--- config.mk ---
export PLATFORM = sky130hd
export DESIGN_NAME = bitonic_sort_pipe
export DESIGN_NICKNAME = d
export VERILOG_FILES = /design/src/rtl/sort_pkg.sv /design/src/rtl/cmp_exchange_layer.sv /design/src/rtl/bitonic_sort_pipe.sv
export SDC_FILE = /design/constraint.sdc
export NUM_CORES = 1
export LEC_CHECK = 0
export ABC_AREA = 1
export ABC_CLOCK_PERIOD_IN_PS = 2370
export CAP_MARGIN = 20
export CORE_MARGIN = 2
export CORE_UTILIZATION = 55
export DETAILED_ROUTE_END_ITERATION = 7
export GPL_ROUTABILITY_DRIVEN = 0
export GPL_TIMING_DRIVEN = 0
export PLACE_DENSITY = 0.77
export SLEW_MARGIN = 10
export SYNTH_ARGS = -nofsm -noshare
export SYNTH_HDL_FRONTEND = slang
export SYNTH_SLANG_ARGS = --single-unit
--- constraint.sdc ---
create_clock -name clk -period 2.37 [get_ports clk]
set_input_delay 0.3555 -clock clk [delete_from_list [all_inputs] [get_ports clk]]
set_output_delay 0.3555 -clock clk [all_outputs]
set_load 0.05 [all_outputs]
--- src/rtl/sort_pkg.sv ---
// Shared constants and elaboration helpers for the bitonic sorting pipeline.
package sort_pkg;

    localparam int unsigned NETWORK_WIDTH = 16;
    localparam int unsigned INDEX_WIDTH   = 5;

    typedef enum logic {
        DIR_ASC  = 1'b0,
        DIR_DESC = 1'b1
    } sort_dir_e;

    function automatic int unsigned sort_stages(input int unsigned log_lanes);
        return log_lanes * (log_lanes + 1) / 2;
    endfunction

    function automatic sort_dir_e pair_dir(input int unsigned k, input int unsigned i,
                                           input logic descend);
        logic blk_desc;
        blk_desc = ((i >> k) & 32'd1) != 32'd0;
        return (blk_desc ^ descend) ? DIR_DESC : DIR_ASC;
    endfunction

    // Layer s enumerates k = 1..log_lanes, and within each k, j = k-1 down to 0.
    function automatic int unsigned stage_k(input int unsigned log_lanes, input int unsigned s);
        int unsigned n;
        n = 0;
        for (int unsigned k = 1; k <= log_lanes; k++) begin
            for (int unsigned j = k; j > 0; j--) begin
                if (n == s) return k;
                n++;
            end
        end
        return 0;
    endfunction

    function automatic int unsigned stage_j(input int unsigned log_lanes, input int unsigned s);
        int unsigned n;
        n = 0;
        for (int unsigned k = 1; k <= log_lanes; k++) begin
            for (int unsigned j = k; j > 0; j--) begin
                if (n == s) return j - 1;
                n++;
            end
        end
        return 0;
    endfunction

endpackage

--- src/rtl/cmp_exchange_layer.sv ---
// One registered compare-exchange layer of the bitonic network (pair distance 2**J, block size 2**K).
// BITONIC_SORT_INDEX_EN adds index registers and index-based tie breaking.
module cmp_exchange_layer
    import sort_pkg::*;
#(
    parameter int unsigned LANES  = 4,
    parameter int unsigned DATA_W = NETWORK_WIDTH,
    parameter int unsigned IDX_W  = INDEX_WIDTH,
    parameter int unsigned J      = 0,
    parameter int unsigned K      = 1
) (
    input  logic                    clk,
    input  logic                    rst_n,
    input  logic                    en,
    input  logic                    up_valid,
    input  logic                    up_descend,
    input  logic [LANES*DATA_W-1:0] up_data,
    input  logic [LANES*IDX_W-1:0]  up_index,
    output logic                    valid,
    output logic                    descend,
    output logic [LANES*DATA_W-1:0] data,
    output logic [LANES*IDX_W-1:0]  index
);

    logic [LANES*DATA_W-1:0] nxt_data;
`ifdef BITONIC_SORT_INDEX_EN
    logic [LANES*IDX_W-1:0]  nxt_index;
`endif

    for (genvar p = 0; p < LANES / 2; p++) begin : g_pair
        // Insert a zero at bit J of the pair number to get the lower lane.
        localparam int unsigned PN = p;
        localparam int unsigned LO = ((PN >> J) << (J + 1)) | (PN & ((1 << J) - 1));
        localparam int unsigned HI = LO | (1 << J);

        logic [DATA_W-1:0] lo_val, hi_val;
        logic              tie_swap, swap;
        sort_dir_e         dir;

        assign lo_val = up_data[LO*DATA_W +: DATA_W];
        assign hi_val = up_data[HI*DATA_W +: DATA_W];
        assign dir    = pair_dir(K, LO, up_descend);

`ifdef BITONIC_SORT_INDEX_EN
        logic [IDX_W-1:0] lo_idx, hi_idx;
        assign lo_idx   = up_index[LO*IDX_W +: IDX_W];
        assign hi_idx   = up_index[HI*IDX_W +: IDX_W];
        assign tie_swap = (lo_val == hi_val) && (lo_idx > hi_idx);
        assign nxt_index[LO*IDX_W +: IDX_W] = swap ? hi_idx : lo_idx;
        assign nxt_index[HI*IDX_W +: IDX_W] = swap ? lo_idx : hi_idx;
`else
        assign tie_swap = 1'b0;
`endif

        assign swap = (dir == DIR_DESC) ? ((lo_val < hi_val) || tie_swap)
                                        : ((lo_val > hi_val) || tie_swap);
        assign nxt_data[LO*DATA_W +: DATA_W] = swap ? hi_val : lo_val;
        assign nxt_data[HI*DATA_W +: DATA_W] = swap ? lo_val : hi_val;
    end

    always_ff @(posedge clk or negedge rst_n) begin
        if (!rst_n) begin
            valid   <= 1'b0;
            descend <= 1'b0;
            data    <= '0;
        end else if (en) begin
            valid <= up_valid;
            if (up_valid) begin
                descend <= up_descend;
                data    <= nxt_data;
            end
        end
    end

`ifdef BITONIC_SORT_INDEX_EN
    always_ff @(posedge clk or negedge rst_n) begin
        if (!rst_n) begin
            index <= '0;
        end else if (en && up_valid) begin
            index <= nxt_index;
        end
    end
`else
    logic unused_up_index;
    assign unused_up_index = ^up_index;
    assign index = '0;
`endif

endmodule

--- src/rtl/bitonic_sort_pipe.sv ---
// Fully pipelined bitonic sorting network with valid/ready flow control and runtime direction.
// Define BITONIC_SORT_INDEX_EN to carry per-lane indices and break value ties by index.
module bitonic_sort_pipe
    import sort_pkg::*;
#(
    parameter  int unsigned LOG_LANES = 2,
    parameter  int unsigned DATA_W    = NETWORK_WIDTH,
    parameter  int unsigned IDX_W     = INDEX_WIDTH,
    localparam int unsigned LANES     = 1 << LOG_LANES
) (
    input  logic                    clk,
    input  logic                    rst_n,
    input  logic                    in_valid,
    output logic                    in_ready,
    input  logic                    in_descend,
    input  logic [LANES*DATA_W-1:0] in_data,
    input  logic [LANES*IDX_W-1:0]  in_index,
    output logic                    out_valid,
    input  logic                    out_ready,
    output logic [LANES*DATA_W-1:0] out_data,
    output logic [LANES*IDX_W-1:0]  out_index,
    output logic                    busy
);

    localparam int unsigned STAGES = sort_stages(LOG_LANES);

    logic [STAGES-1:0]       valid;
    logic [STAGES-1:0]       descend;
    logic [STAGES-1:0]       en;
    logic [LANES*DATA_W-1:0] data  [STAGES];
    logic [LANES*IDX_W-1:0]  index [STAGES];

    for (genvar s = 0; s < STAGES; s++) begin : g_stage
        logic                    up_valid;
        logic                    up_descend;
        logic [LANES*DATA_W-1:0] up_data;
        logic [LANES*IDX_W-1:0]  up_index;

        if (s == 0) begin : g_head
            assign up_valid   = in_valid;
            assign up_descend = in_descend;
            assign up_data    = in_data;
            assign up_index   = in_index;
        end else begin : g_link
            assign up_valid   = valid[s-1];
            assign up_descend = descend[s-1];
            assign up_data    = data[s-1];
            assign up_index   = index[s-1];
        end

        // Unrolled form of en[s] = !valid[s] || en[s+1]: a layer may load unless it and
        // every layer downstream of it is full while the output is stalled.
        assign en[s] = out_ready || !(&valid[STAGES-1:s]);

        cmp_exchange_layer #(
            .LANES (LANES),
            .DATA_W(DATA_W),
            .IDX_W (IDX_W),
            .J     (stage_j(LOG_LANES, s)),
            .K     (stage_k(LOG_LANES, s))
        ) u_layer (
            .clk       (clk),
            .rst_n     (rst_n),
            .en        (en[s]),
            .up_valid  (up_valid),
            .up_descend(up_descend),
            .up_data   (up_data),
            .up_index  (up_index),
            .valid     (valid[s]),
            .descend   (descend[s]),
            .data      (data[s]),
            .index     (index[s])
        );
    end

    logic unused_last_descend;
    assign unused_last_descend = descend[STAGES-1];

    assign in_ready  = en[0];
    assign out_valid = valid[STAGES-1];
    assign out_data  = data[STAGES-1];
    assign out_index = index[STAGES-1];
    assign busy      = |valid;

endmodule

**Run 1: the metal 1 layer**

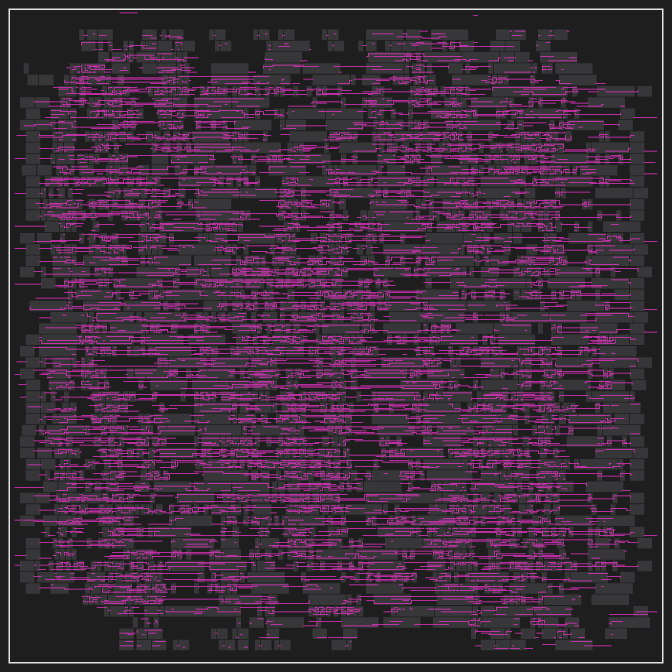
1972 nets have wire on it. The layer carries 15400 microns of wire. The longest straight run is 39.1 microns.
GR Layer Usage met1: 0.404
WL final: 36000 microns
via count: 12510

**Run 1: signal wires on met4**

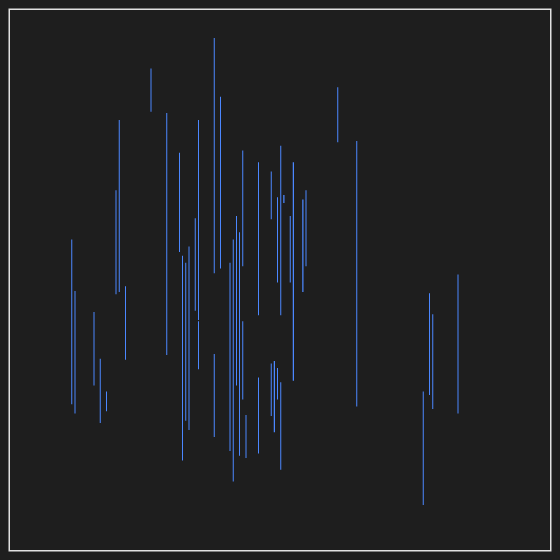
The longest straight run is 76.8 microns. 42 nets have wire on it.

**Run 1: M3 wires**

Scale bar: 50 microns.
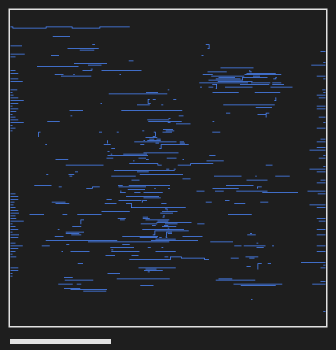
The layer carries 2230 microns of wire. 274 nets have wire on it. The layer holds 6.2% of the routed length. The longest straight run is 40.0 microns. The wires run mostly horizontal.
grt met3 use: 0.0394

[run 1: cells by family after synthesis]
| family | share of synthesized area |
|---|---|
| flops | 0.383 |
| fa+ha+maj | 0.0934 |
| simple gates | 0.380 |
| compound gates | 0.0226 |
| other cells | 0.000292 |
| buf+inv | 0.120 |
[run 1: metrics by stage]
step           hold WS (ps)  worst slack, ps
2_1_floorplan          59.9              617
3_3_place_gp            459            -6890
3_5_place_dp            373             -221
4_1_cts                 479              184
5_1_grt                 493             6.66
6_report                476             93.0
[run 1: critical path: stages, from the launching register on]
cell     delay, ps
dfrtp_1        380
inv_1          170
ha_1           280
a21oi_1        200
o21ai_0        170
a21oi_2        180
nand3_2        150
nand2_2        150
buf_4          180
nand2_1         70
nand3_1        160
nand2_1         70
[run 1: power by group through the flow]
stage | combinational (mW) | sequential [mW] | clock (mW)
floorplan | 6.12 | 7.16 | 0
detailed placement | 10.9 | 5.57 | 0
finish | 11.1 | 5.54 | 2.86
CTS | 11.0 | 5.53 | 2.89
global route | 12.3 | 5.68 | 3.02
global placement | 10.6 | 5.53 | 0
[run 1: per-layer routing]
metal | share of wire | GRT usage
met1 | 0.43 | 0.404
met2 | 0.46 | 0.483
met3 | 0.062 | 0.0394
met4 | 0.045 | 0.144
met5 | 0 | 0
[run 1: state kept, by name, indices dropped and copies added, names as in the netlist]
register	count
g_stage.u_layer.data	192
g_stage.u_layer.valid	3
g_stage.u_layer.descend	2
[run 1: final cells by class]
| class | count | share of cell area |
|---|---|---|
| buffer | 113 | 0.0431 |
| tap | 313 | 0.0256 |
| clock buffer | 20 | 0.0292 |
| multi-input combinational | 1319 | 0.422 |
| timing repair buffer | 137 | 0.0910 |
| inverter | 238 | 0.0584 |
| clock inverter | 11 | 0.00809 |
| sequential | 197 | 0.322 |
[run 1: repair_timing]
action | in CTS | in global routing
hold endpoints to repair | 83 | 0
endpoints found under the setup margin | 1 | 7
pin swaps | 0 | 0
hold buffers | 1 | 0
gates resized | 1 | 5
[run 1: worst max-delay path by stage]
stage / start / end / depth (start not counted)
final: g_stage[0].u_layer.data[45] / g_stage[1].u_layer.data[11] / 11
after global routing: g_stage[0].u_layer.data[59] / g_stage[1].u_layer.data[51] / 12
after CTS: g_stage[0].u_layer.data[47] / g_stage[1].u_layer.data[8] / 14
after detailed placement: in_data[59] / g_stage[0].u_layer.data[42] / 12
after global placement: rst_n / g_stage[0].u_layer.data[57] / 1
after floorplan: g_stage[1].u_layer.data[47] / g_stage[2].u_layer.data[55] / 10
==> impl_metrics.yaml, run 1 <==
# implementation run metrics
run_status:
  status: "complete, no violations"
power:
  p_leak_nw: 8.61
  power.density_nw_per_um2: 1280
  p_sw_mw: 9.49
synth:
  top_cells_by_count: "nand2_1 (699), nand3_1 (393), inv_1 (232)"
  synth_flops: 197
  netlist_area_sq_um: 12900
  ys_cells: 1848
  yosysMostFrequentCell: "nand2_1"
  synth_area_per_cell_sq_um: 6.96
  yosys.area.top_type: "dfrtp_1"
  yosys_warnings: 0
die:
  ioPinCount: 176
  fp_util: 0.565
  die_h_microns: 157
  die_area_sq_um: 24600
cells_and_area:
  utilization: 0.672
  layout_top_cells: "nand2_1 (699), nand3_1 (391), inv_1 (232)"
  multiInputGateArea_sq_um: 6460
  area_growth_pct: 19.0
final_timing:
  fin_tns_setup_ps: 0
  fin_crit_sh: 0.961
  period_needed_ps: 2280
  fmax_mhz: 439
hold_path:
  hold_path_class: "in -> async"
detailed_routing:
  drc: 0
  first_iter_violations: 1228
grt:
  grt_pass1_wl_microns: 58200
  grt_pass1_vias: 11569
flow_run:
  max_cap_viol_count: 0
clocking:
  cts-htree-levels: 4
  cts-root-buf: "clkbuf_16"
  path_clk_slew_ps: 70
  post_cts_buffers: 0
placed_design:
  dp_hpwl_microns: 28100
setup_path:
  timing.rr.end: "g_stage[1].u_layer.data[11]"
  worst-r2r-cell-count: 11
  path_max_fanout: 10
==> inputs of run 2 (changes only) <==
Settings changed: ABC_AREA 1 to unset.
**Run 2: M3 wires**

Scale bar: 50 microns.
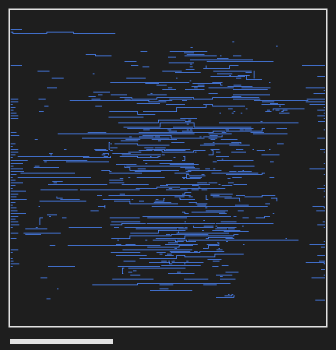
The longest straight run is 66.2 microns. The layer holds 9.9% of the routed length. 342 nets have wire on it. The layer carries 4340 microns of wire.

**Run 2: the clock network**

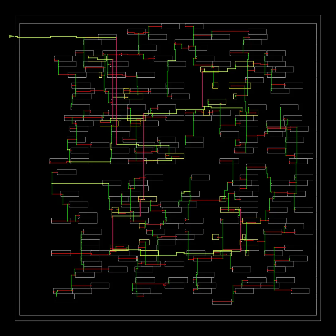
FFs & Latches: 197
P_clk: 2.85 mW
Latency at later pin: 450 ps
CTS Sinks: 197

==> run 2 against run 1 <==
Compared with the run above:
- the run now ends with setup timing left
- non-clock buffer count grew 81
- final area grew 10%
- critical endpoint is now g_stage[2].u_layer.data[61]
- first-iteration DRC count shrank 5.0%
- critical path type unchanged
- worst setup slack lost 390 ps
==> impl_metrics.yaml, run 2 <==
# implementation run metrics
detailed_routing:
  num_vias: 11502
final_timing:
  fmax_mhz: 375
  fin_crit_sh: 1.13
  fin_ws_ps: -297
  period_needed_ps: 2670
  fin_tns_setup_ps: -20500
  setup_viol: 116
run_status:
  status: "complete, but fails checks"
  violations: "setup timing"
grt:
  grt_pass1_wl_microns: 64600
  grt_pass1_vias: 11225
die:
  die_area_sq_um: 23700
  die_h_microns: 154
  fp_util: 0.563
  ioPinCount: 176
cells_and_area:
  multiInputGateArea_sq_um: 7540
  largest_reg_flops: 192
  reg.largest.list: "g_stage.u_layer.data: 192 flops, g_stage.u_layer.valid: 3 flops, g_stage.u_layer.descend: 2 flops"
  layout_top_cells: "dfrtp_1 (160), nand2_1 (142), mux2i_1 (125)"
clocking:
  cts-htree-levels: 4
  path_clk_slew_ps: 70
  cts-root-buf: "clkbuf_16"
synth:
  top_cells_by_count: "dfrtp_1 (197), nand2_1 (145), mux2i_1 (128)"
  synth_flops: 197
setup_path:
  max_stage_delay_ps: 470
  worst-r2r-cell-count: 10
  timing.rr.end: "g_stage[2].u_layer.data[61]"
  crit_slowest_cell: "dfrtp_2"
  setup.worst_path.end: "g_stage[2].u_layer.data[61]"
  crit_chain: "ha_4 -> nand4_1 -> buf_6 -> nor4_4 -> o31ai_2 -> o211ai_1 -> mux2i_2 -> buf_6 -> buf_8 -> mux2_4"
placed_design:
  dp_hpwl_microns: 29100
power:
  power.density_nw_per_um2: 1280
flow_run:
  max_cap_viol_count: 0
**Run 2: metal 2**

Scale bar: 50 microns.
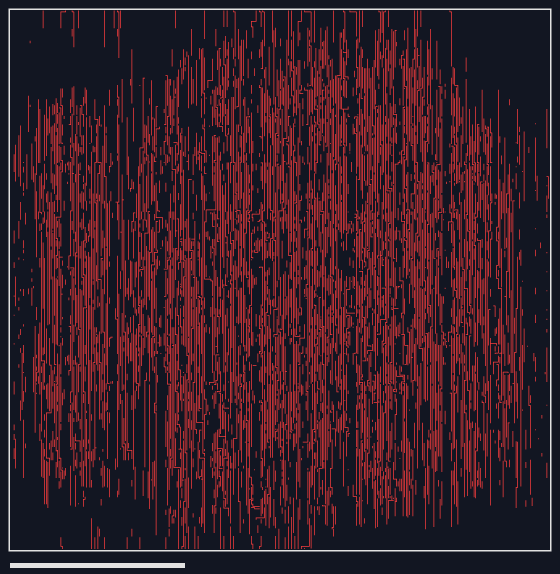
The layer carries 20.6 mm of wire. 1469 nets have wire on it. The longest straight run is 77.5 microns. The layer holds 47% of the routed length.

run 2: cell count changes in the layout (fill, tap and decap cells not counted), moves of 34 or more:
cell | before | now
mux2i_1 | 0 | 125
ha_1 | 96 | 50
dfrtp_2 | 0 | 37
mux2_4 | 0 | 34
buf_2 | 50 | 5
ha_4 | 0 | 46
o21ai_0 | 7 | 52
dfrtp_1 | 197 | 160
nand2_1 | 699 | 142
dlygate4sd2_1 | 1 | 44
clkdlybuf4s50_1 | 133 | 69
nand3_1 | 391 | 45
buf_4 | 32 | 101
inv_1 | 232 | 74
run 2: cell families (layout without fill, tap and decap cells):
family                   Yosys count  count (layout)  share of synthesized area
AND/OR/NAND/NOR                  266             266                      0.101
adder cells (fa/ha/maj)           96              96                     0.0972
flip-flops                       197             197                      0.399
buffers and inverters            204             476                     0.0784
multiplexers                     182             182                      0.155
AND-OR/OR-AND                    252             252                      0.169
other                              1              21                   0.000304
run 2: power by group through the flow:
stage | Sequential [mW] | Clock, mW | Combinational (mW)
3_5_place_dp | 6.12 | 0 | 9.16
6_report | 6.36 | 2.85 | 12.3
4_1_cts | 6.12 | 2.81 | 11.1
2_1_floorplan | 7.38 | 0 | 4.69
3_3_place_gp | 6.07 | 0 | 8.83
5_1_grt | 6.41 | 3.02 | 13.0
run 2: timing repair:
item,CTS,global route
gates resized,273,155
hold buffers,1,0
pin swaps,47,45
cloned,11,0
setup endpoints to repair,191,192
buffers inserted,64,39
hold endpoints to repair,65,0
run 2: stage by stage:
step / worst slack (ps) / hold slack [ps] / utilization
after floorplan: -24.5 / 59.9 / -
after global placement: -7930 / 490 / 0.644
after detailed placement: -991 / 427 / 0.645
after CTS: -168 / 210 / 0.737
after global routing: -354 / 198 / 0.767
final: -297 / 193 / 0.767
run 2: per-layer routing:
| layer | wire length, microns | vias up | track usage |
|---|---|---|---|
| li1 | - | 4911 | - |
| met1 | 16300 | 5598 | 0.457 |
| met2 | 20600 | 778 | 0.586 |
| met3 | 4340 | 213 | 0.0755 |
| met4 | 2720 | 2 | 0.154 |
| met5 | 15 | - | 0 |
run 2: how the worst min path moves through the flow:
| stage | startpoint | endpoint | cells after the start | slack, ps |
|---|---|---|---|---|
| floorplan | rst_n | g_stage[0].u_layer.data[0] | 0 | 60 |
| global placement | g_stage[1].u_layer.data[32] | g_stage[1].u_layer.data[32] | 2 | 490 |
| detailed placement | rst_n | g_stage[2].u_layer.data[44] | 1 | 430 |
| CTS | in_data[49] | g_stage[0].u_layer.data[33] | 2 | 210 |
| global route | in_data[61] | g_stage[0].u_layer.data[45] | 2 | 200 |
| finish | in_data[53] | g_stage[0].u_layer.data[37] | 2 | 190 |
run 2: critical path, delay by kind of cell, from the launching register on:
family	cells	cell delay, ps
mux	2	620
buf+inv	3	480
flops	1	470
simple gates	2	380
compound gates	2	300
fa+ha+maj	1	300
run 2: cell type report:
cell class / instances / share of cell area
multi-input cells: 816 / 0.448
flip-flops and latches: 197 / 0.296
repair buffers: 246 / 0.138
plain buffers: 85 / 0.0387
clock buffers: 21 / 0.0274
inverters: 114 / 0.0259
well taps: 280 / 0.0208
clock inverters: 10 / 0.00580
diodes: 1 / 0.000149
==> inputs of run 3 (changes only) <==
Settings changed: CTS_CLUSTER_DIAMETER set to 120, SKIP_LAST_GASP set to 1, SLEW_MARGIN 10 to 0.
==> run 3 against run 2 <==
Compared with the run above:
- sequential cell count stayed put
- clock power hardly changed
- largest power group unchanged
- routed wire length is 2.8% higher
- the run still ends with setup timing left
- critical path type unchanged
- highest routed layer is now met4
- critical path depth is 1 higher
==> impl_metrics.yaml, run 3 <==
# implementation run metrics
run_status:
  status: "complete, but fails checks"
  violations: "setup timing"
placed_design:
  dp_hpwl_microns: 29100
  place_ws_ps: -991
final_timing:
  holdWs_ps: 198
  setup_viol: 127
  fmax_mhz: 341
  fin_ws_ps: -560
  fin_crit_sh: 1.24
detailed_routing:
  first_iter_violations: 1389
  drc: 0
cells_and_area:
  largest_reg_flops: 192
  n_antenna_cell: 0
  area_growth_pct: 35.8
  reg.largest.list: "g_stage.u_layer.data: 192 flops, g_stage.u_layer.valid: 3 flops, g_stage.u_layer.descend: 2 flops"
  layout_top_cells: "dfrtp_1 (165), nand2_1 (142), mux2i_1 (124)"
  utilization: 0.764
setup_path:
  worst_path_dominant_cell_family: "simple AND/OR/NAND/NOR gates"
  crit_slowest_cell: "nor4_4"
  path_buffers: 4
  max_stage_delay_ps: 480
synth:
  yosys.area.top_type: "dfrtp_1"
  yosys_warnings: 0
  yosysMostFrequentCell: "dfrtp_1"
  synth_flops: 197
  ys_cells: 1198
grt:
  grt_pass1_wl_microns: 64500
  grt_pass1_vias: 11205
power:
  p_leak_nw: 7.64
  power.density_nw_per_um2: 1290
clocking:
  cts-root-buf: "clkbuf_16"
  cts-htree-levels: 4
  insertion_delay_ps: 450
  cts.sinks: 197
  path_clk_slew_ps: 70
hold_path:
  hold_path_class: "in -> reg"
flow_run:
  max_cap_viol_count: 0
die:
  fp_util: 0.563
  ioPinCount: 176
  die_area_sq_um: 23700
-- run 3: cell families after synthesis --
kind of cell	synth area share
adders and majority gates	0.0972
muxes	0.155
AOI/OAI and AO/OA	0.169
buffers and inverters	0.0784
other	0.000304
and+or+nand+nor	0.101
DFF	0.399
-- run 3: cell type report --
cell class	count	area, sq um	share of cell area
clock buffers	21	460	0.0274
plain buffers	85	644	0.0384
repair buffers	244	2340	0.139
inverters	114	435	0.0260
flip-flops and latches	197	4970	0.296
multi-input cells	816	7480	0.446
clock inverters	10	97.6	0.00582
well taps	280	350	0.0209
-- run 3: final timing paths --
path                                              from                     endpoint  slack [ps]  depth (start not counted)
max                        g_stage[1].u_layer.data[26]  g_stage[2].u_layer.data[24]        -560                         11
min                                        in_data[53]  g_stage[0].u_layer.data[37]         200                          2
max reg2reg                g_stage[1].u_layer.data[26]  g_stage[2].u_layer.data[24]        -560                         11
min reg2reg                g_stage[0].u_layer.data[49]  g_stage[0].u_layer.data[49]         520                          1
max in group asynchronous                        rst_n  g_stage[0].u_layer.data[35]         890                          3
min in group asynchronous                        rst_n  g_stage[2].u_layer.data[44]         510                          2
-- run 3: report_power, final --
group / total, mW / leakage (nW) / switching [mW] / internal [mW]
sequential: 6.37 / 2.32 / 1.64 / 4.73
clock: 2.85 / 0.266 / 1.35 / 1.51
combinational: 12.5 / 5.05 / 6.90 / 5.55
total: 21.7 / 7.64 / 9.88 / 11.8
-- run 3: what timing repair did --
| item | CTS | global route |
|---|---|---|
| pin swaps | 45 | 38 |
| hold buffers | 1 | 0 |
| setup endpoints to repair | 191 | 192 |
| cloned | 11 | 2 |
| buffers inserted | 64 | 34 |
| hold endpoints to repair | 65 | 0 |
| resized | 255 | 155 |
-- run 3: metal layers --
| metal | vias to the layer above | wire length [microns] | GRT usage |
|---|---|---|---|
| li1 | 4901 | - | - |
| met1 | 5631 | 16400 | 0.454 |
| met2 | 933 | 21000 | 0.579 |
| met4 | 0 | 3010 | 0.169 |
| met5 | - | 0 | 0 |
| met3 | 275 | 4870 | 0.0758 |
-- run 3: stage by stage --
stage / instances / setup TNS (ps)
6_report: 1767 / -34030
5_1_grt: 1767 / -38370
4_1_cts: 1739 / -9660
3_5_place_dp: 1633 / -105830
3_3_place_gp: 1632 / -1506550
2_1_floorplan: 1217 / -113
**Run 3: signal wires on met4**

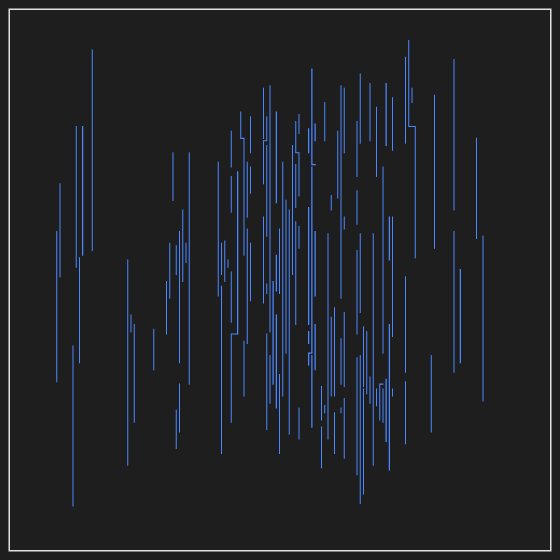
The longest straight run is 70.0 microns. 112 nets have wire on it. The layer holds 6.7% of the routed length. The layer carries 3010 microns of wire.

**Run 3: metal 2**

Scale bar: 50 microns.
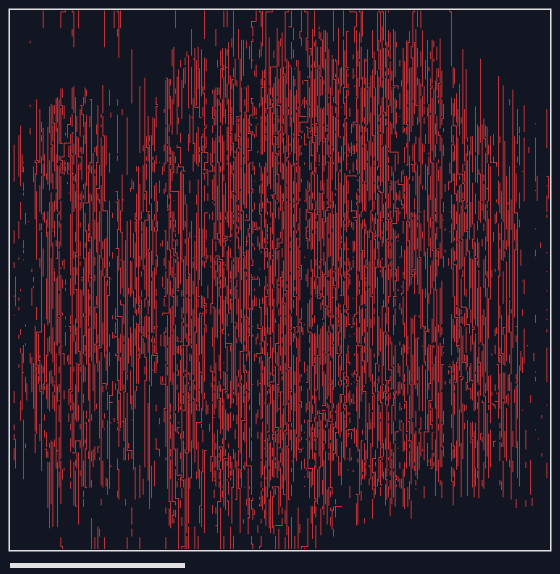
The layer holds 46% of the routed length. 1466 nets have wire on it. The longest straight run is 73.4 microns. The layer carries 21.0 mm of wire. The wires run mostly vertical.
WL final: 45300 microns
met2 GRT Util: 0.579

**Run 3: the metal 1 layer**

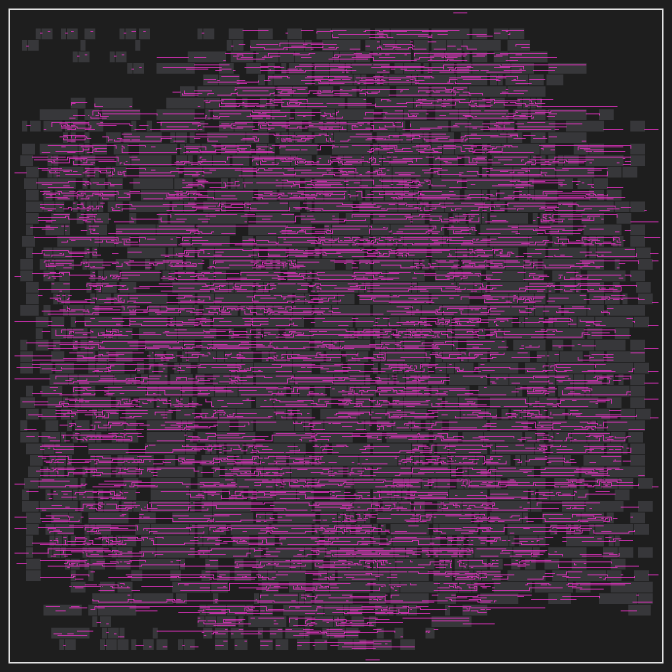
1521 nets have wire on it. The longest straight run is 40.9 microns. The layer holds 36% of the routed length.
via count: 11740
GR Layer Usage met1: 0.454

Power and IR drop assume default switching activity.
